--- src/rtl/tcbm_device_link.sv ---
// Device-side TCBM link: decodes the computer's code/data handshakes on PA/DAV,
// answers with ACK and ST1:ST0, and buffers backend traffic in RX/TX FIFOs.

module tcbm_link_fifo #(
    parameter int DEPTH_LOG2 = 2,
    parameter int WIDTH      = 9
) (
    input  logic             clock,
    input  logic             _reset,
    input  logic             push,
    input  logic [WIDTH-1:0] wdata,
    input  logic             pop,
    output logic [WIDTH-1:0] rdata,
    output logic             empty,
    output logic             full
);
    localparam int PW    = DEPTH_LOG2 + 1;
    localparam int DEPTH = 1 << DEPTH_LOG2;

    logic [PW-1:0]    wr_ptr_reg;
    logic [PW-1:0]    rd_ptr_reg;
    logic [WIDTH-1:0] mem_reg [DEPTH];
    logic             do_push;
    logic             do_pop;

    // A pop on an empty FIFO is dropped; a push on a full FIFO is refused
    // even if a pop frees a slot in the same cycle.
    assign empty   = (wr_ptr_reg == rd_ptr_reg);
    assign full    = (wr_ptr_reg[PW-1] != rd_ptr_reg[PW-1]) &&
                     (wr_ptr_reg[PW-2:0] == rd_ptr_reg[PW-2:0]);
    assign do_push = push && !full;
    assign do_pop  = pop && !empty;
    assign rdata   = mem_reg[rd_ptr_reg[PW-2:0]];

    always_ff @(posedge clock) begin
        if (!_reset) begin
            wr_ptr_reg <= '0;
            rd_ptr_reg <= '0;
        end else begin
            if (do_push) wr_ptr_reg <= wr_ptr_reg + PW'(1);
            if (do_pop)  rd_ptr_reg <= rd_ptr_reg + PW'(1);
        end
    end

    always_ff @(posedge clock) begin
        if (do_push) mem_reg[wr_ptr_reg[PW-2:0]] <= wdata;
    end
endmodule

module tcbm_device_link #(
    parameter int DEPTH_LOG2 = 2,
    parameter int SETUP      = 4,
    parameter int TIMEOUT    = 65535
) (
    input  logic       clock,
    input  logic       _reset,
    input  logic [7:0] pa_in,
    output logic [7:0] pa_out,
    output logic       pa_oe,
    input  logic       dav_n,
    output logic       ack_n,
    output logic [1:0] st,
    output logic [7:0] rx_data,
    output logic       rx_cmd,
    output logic       rx_valid,
    input  logic       rx_ready,
    input  logic [7:0] tx_data,
    input  logic       tx_eoi,
    input  logic       tx_valid,
    output logic       tx_ready,
    output logic       busy
);
    localparam int CMAX = (TIMEOUT > SETUP) ? TIMEOUT : SETUP;
    localparam int CW   = $clog2(CMAX + 1) + 1;

    localparam logic [7:0] CODE_CMD  = 8'h81;
    localparam logic [7:0] CODE_DATA = 8'h82;
    localparam logic [7:0] CODE_SEND = 8'h83;

    typedef enum logic [2:0] {
        S_IDLE, S_C_ACK, S_C_REL, S_D_WAIT, S_R_ACK, S_T_SET, S_D_REL
    } state_t;

    state_t        state_reg;
    logic [7:0]    code_reg;
    logic [CW-1:0] cnt_reg;
    logic          ack_n_reg;
    logic          pa_oe_reg;
    logic [7:0]    pa_out_reg;
    logic [1:0]    st_reg;
    logic          dav_meta_reg;
    logic          dav_sync_reg;
    logic          dav_prev_reg;
    logic          dav_s;
    logic          dav_rise;
    logic          code_is_rx;
    logic          rx_push;
    logic          tx_pop;

    // Index 0 is the RX FIFO (toward backend), index 1 the TX FIFO.
    logic [1:0] f_push;
    logic [1:0] f_pop;
    logic [1:0] f_empty;
    logic [1:0] f_full;
    logic [8:0] f_wdata [2];
    logic [8:0] f_rdata [2];

    function automatic logic code_valid(input logic [7:0] c);
        return (c == CODE_CMD) || (c == CODE_DATA) || (c == CODE_SEND);
    endfunction

    assign dav_s      = ~dav_sync_reg;
    // IDLE starts on a fresh DAV edge so a DAV left low after a timeout abort
    // does not immediately restart a transaction.
    assign dav_rise   = dav_s & ~dav_prev_reg;
    assign code_is_rx = (code_reg == CODE_CMD) || (code_reg == CODE_DATA);

    assign rx_push = ~f_full[0] &
                     (((state_reg == S_D_WAIT) && dav_s && code_is_rx) ||
                      (state_reg == S_R_ACK));
    assign tx_pop  = ~f_empty[1] && (state_reg == S_D_WAIT) && dav_s &&
                     (code_reg == CODE_SEND);

    assign f_push[0]  = rx_push;
    assign f_wdata[0] = {code_reg == CODE_CMD, pa_in};
    assign f_pop[0]   = rx_ready;
    assign f_push[1]  = tx_valid;
    assign f_wdata[1] = {tx_eoi, tx_data};
    assign f_pop[1]   = tx_pop;

    generate
        for (genvar gi = 0; gi < 2; gi++) begin : g_fifo
            tcbm_link_fifo #(
                .DEPTH_LOG2 (DEPTH_LOG2),
                .WIDTH      (9)
            ) u_fifo (
                .clock  (clock),
                ._reset (_reset),
                .push   (f_push[gi]),
                .wdata  (f_wdata[gi]),
                .pop    (f_pop[gi]),
                .rdata  (f_rdata[gi]),
                .empty  (f_empty[gi]),
                .full   (f_full[gi])
            );
        end
    endgenerate

    assign rx_valid = ~f_empty[0];
    assign rx_cmd   = f_rdata[0][8];
    assign rx_data  = f_rdata[0][7:0];
    assign tx_ready = ~f_full[1];

    assign ack_n  = ack_n_reg;
    assign pa_oe  = pa_oe_reg;
    assign pa_out = pa_out_reg;
    assign st     = st_reg;
    assign busy   = (state_reg != S_IDLE);

    always_ff @(posedge clock) begin
        if (!_reset) begin
            dav_meta_reg <= 1'b1;
            dav_sync_reg <= 1'b1;
            dav_prev_reg <= 1'b0;
        end else begin
            dav_meta_reg <= dav_n;
            dav_sync_reg <= dav_meta_reg;
            dav_prev_reg <= dav_s;
        end
    end

    always_ff @(posedge clock) begin
        if (!_reset) begin
            state_reg  <= S_IDLE;
            code_reg   <= '0;
            cnt_reg    <= '0;
            ack_n_reg  <= 1'b1;
            pa_oe_reg  <= 1'b0;
            pa_out_reg <= '0;
            st_reg     <= 2'b00;
        end else begin
            case (state_reg)
                S_IDLE: begin
                    if (dav_rise) begin
                        code_reg  <= pa_in;
                        ack_n_reg <= 1'b0;
                        st_reg    <= code_valid(pa_in) ? 2'b00 : 2'b10;
                        cnt_reg   <= '0;
                        state_reg <= S_C_ACK;
                    end
                end
                S_C_ACK: begin
                    if (!dav_s) begin
                        ack_n_reg <= 1'b1;
                        state_reg <= S_C_REL;
                    end else if (cnt_reg == CW'(TIMEOUT)) begin
                        ack_n_reg <= 1'b1;
                        pa_oe_reg <= 1'b0;
                        st_reg    <= 2'b01;
                        state_reg <= S_IDLE;
                    end else begin
                        cnt_reg <= cnt_reg + CW'(1);
                    end
                end
                S_C_REL: begin
                    cnt_reg   <= '0;
                    state_reg <= code_valid(code_reg) ? S_D_WAIT : S_IDLE;
                end
                S_D_WAIT: begin
                    if (dav_s) begin
                        cnt_reg <= '0;
                        if (code_reg == CODE_SEND) begin
                            pa_oe_reg <= 1'b1;
                            if (f_empty[1]) begin
                                pa_out_reg <= 8'h00;
                                st_reg     <= 2'b01;
                            end else begin
                                pa_out_reg <= f_rdata[1][7:0];
                                st_reg     <= f_rdata[1][8] ? 2'b11 : 2'b00;
                            end
                            state_reg <= S_T_SET;
                        end else if (!f_full[0]) begin
                            ack_n_reg <= 1'b0;
                            st_reg    <= 2'b00;
                            state_reg <= S_D_REL;
                        end else begin
                            state_reg <= S_R_ACK;
                        end
                    end else if (cnt_reg == CW'(TIMEOUT)) begin
                        ack_n_reg <= 1'b1;
                        pa_oe_reg <= 1'b0;
                        st_reg    <= 2'b01;
                        state_reg <= S_IDLE;
                    end else begin
                        cnt_reg <= cnt_reg + CW'(1);
                    end
                end
                S_R_ACK: begin
                    // Stalls indefinitely until the backend frees an RX slot.
                    if (!f_full[0]) begin
                        ack_n_reg <= 1'b0;
                        st_reg    <= 2'b00;
                        cnt_reg   <= '0;
                        state_reg <= S_D_REL;
                    end
                end
                S_T_SET: begin
                    if (cnt_reg == CW'(SETUP - 1)) begin
                        ack_n_reg <= 1'b0;
                        cnt_reg   <= '0;
                        state_reg <= S_D_REL;
                    end else begin
                        cnt_reg <= cnt_reg + CW'(1);
                    end
                end
                S_D_REL: begin
                    if (!dav_s) begin
                        ack_n_reg <= 1'b1;
                        pa_oe_reg <= 1'b0;
                        state_reg <= S_IDLE;
                    end else if (cnt_reg == CW'(TIMEOUT)) begin
                        ack_n_reg <= 1'b1;
                        pa_oe_reg <= 1'b0;
                        st_reg    <= 2'b01;
                        state_reg <= S_IDLE;
                    end else begin
                        cnt_reg <= cnt_reg + CW'(1);
                    end
                end
                default: begin
                    ack_n_reg <= 1'b1;
                    pa_oe_reg <= 1'b0;
                    state_reg <= S_IDLE;
                end
            endcase
        end
    end
endmodule

--- config.mk ---
export PLATFORM = sky130hd
export DESIGN_NAME = tcbm_device_link
export DESIGN_NICKNAME = d
export VERILOG_FILES = /design/src/rtl/tcbm_device_link.sv
export SDC_FILE = /design/constraint.sdc
export NUM_CORES = 1
export LEC_CHECK = 0
export CORE_MARGIN = 2
export CORE_UTILIZATION = 57
export CTS_BUF_LIST = sky130_fd_sc_hd__clkbuf_8
export DETAILED_ROUTE_END_ITERATION = 10
export HOLD_SLACK_MARGIN = 0.12
export PLACE_DENSITY = 0.78
export SYNTH_ARGS = -nofsm -noshare
export SYNTH_HDL_FRONTEND = slang
export SYNTH_SLANG_ARGS = --single-unit
--- constraint.sdc ---
create_clock -name clock -period 2.6 [get_ports clock]
set_input_delay 0.65 -clock clock [delete_from_list [all_inputs] [get_ports clock]]
set_output_delay 0.65 -clock clock [all_outputs]
set_load 0.01 [all_outputs]
### Register map, names as in the netlist

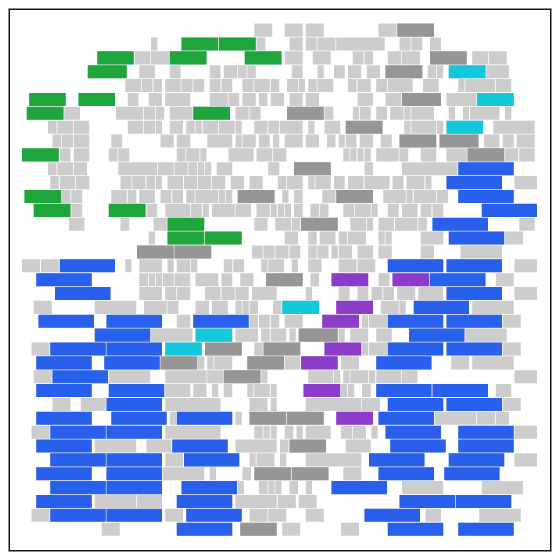
| name in the netlist | color | sequential cells |
|---|---|---|
| `code_reg` | purple | 8 |
| `g_fifo.u_fifo.mem_reg` | blue | 72 |
| `g_fifo.u_fifo.rd_ptr_reg` | cyan | 6 |
| `cnt_reg` | green | 17 |
not colored: 28

### Cell classes on the final placement

Fill, decap, tap and diode cells in gray.
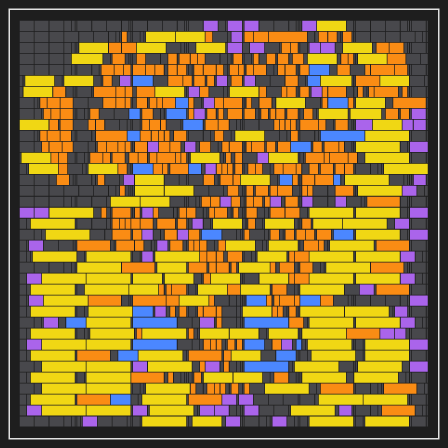
| class | color | cells | share of their area |
|---|---|---|---|
| combinational and other logic | orange | 330 | 36% |
| sequential cells | yellow | 131 | 48% |
| remaining buffers and delay cells | purple | 74 | 9.8% |
| clock drivers and dummy loads | blue | 30 | 6.4% |

==> results_slide.txt <==
Physical Implementation Snapshot

Floorplanning
  – Die Wd: 106 um
  – I/O pin count: 46

Clock network
  – Resized cells post-CTS: 8
  – CTS sink cnt: 131
  – H-Tree Depth: 4

Global route
  – Met1 usage in global routing: 30.4%
  – Global-route wire length before repair: 20400 um

Route
  – DRC violations left: 0
  – DR vias: 4171

Synth
  – Async set-reset flop share out of synthesis: 0%
  – Yosys top cell by instances: edfxtp_1
  – Synth Instances: 488
  – Syn_area_per_cell: 12.1 sq um
  – Yosys warning count: 0
  – Sequential fraction of the synthesis area: 56.4%

Placed design
  – Final Wtd Congestion: 0.917

Setup path
  – CP Launch Type: register
  – WS Path Type: register to output pin
  – Reg2reg start: cnt_reg[5]
  – Slowest cell on the critical path: clkdlybuf4s50_1
  – Worst setup path endpoint: busy

STA
  – Setup total negative slack: 0 ns
  – Pins Over Slew Limit: 0
  – Final setup vio count: 0
  – Unrepaired setup endpoints after global routing: no

Pwr
  – Clock power share: 43.1%
  – Leakage: 2.62 nW
  – Maximum vdd ir drop: 0.438 mV
  – Switching portion of total power: 21.4%

Cells and area
  – Combinational Gates: 319

Run status
  – Status: finished clean

Min path
  – HP Start: dav_meta_reg
### Placed standard cells

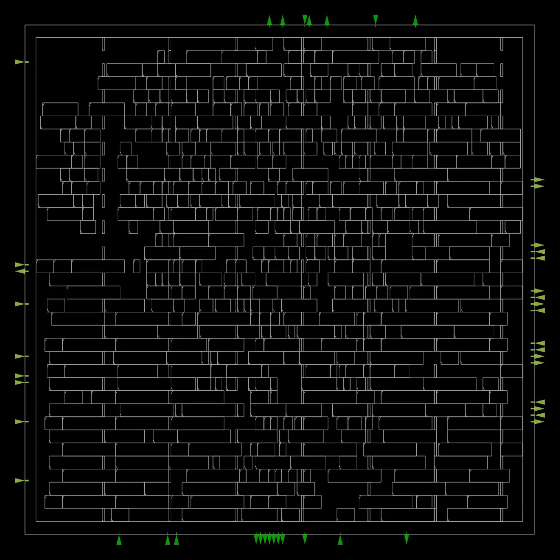
num rows: 37
Seq Cell Count: 131
sequential share of cell area: 47.0%
fin util: 70.0%
core area: 10200 sq um

### Close-up of the layout

Scale bar: 20 um. Window x 1 to 51, y 1 to 51 um. Cells in gray, sequential cells in the stronger gray; small squares are vias.
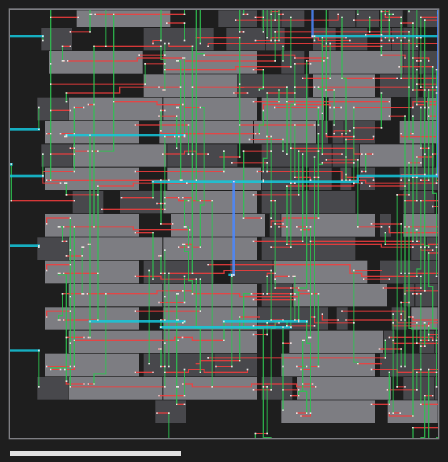
| layer | color |
|---|---|
| metal 4 | blue |
| metal 3 | cyan |
| metal 2 | green |
| metal 1 | red |
netlist names of flops here include: `g_fifo.u_fifo.mem_reg` (34), `pa_out` (4), `g_fifo.u_fifo.rd_ptr_reg` (2)
most frequent: edfxtp_1 (34), clkdlybuf4s50_1 (12)
sequential cells in the window: 42
cells with their middle in the window: 108

cells by family after synthesis:
logic type / after synthesis / synth area share, %
XOR/XNOR: 14 / 2.45
adder cells (fa/ha/maj): 13 / 2.75
flip-flops: 131 / 56.4
buffers and inverters: 38 / 2.70
AND/OR/NAND/NOR: 147 / 13.0
AND-OR/OR-AND: 116 / 14.0
multiplexers: 29 / 8.70
per-stage QoR:
stage	setup slack [ns]	util [%]	instance area [sq um]	hold WS [ns]
6_report	0.0798	70.0	7120	0.423
5_1_grt	0.00245	70.0	7120	0.455
4_1_cts	0.00121	69.6	7090	0.431
3_5_place_dp	0.114	65.1	6630	0.403
3_3_place_gp	0.248	65.1	6630	0.395
2_1_floorplan	0.162	-	5920	0.386
Power is estimated from default activity; no workload was simulated.
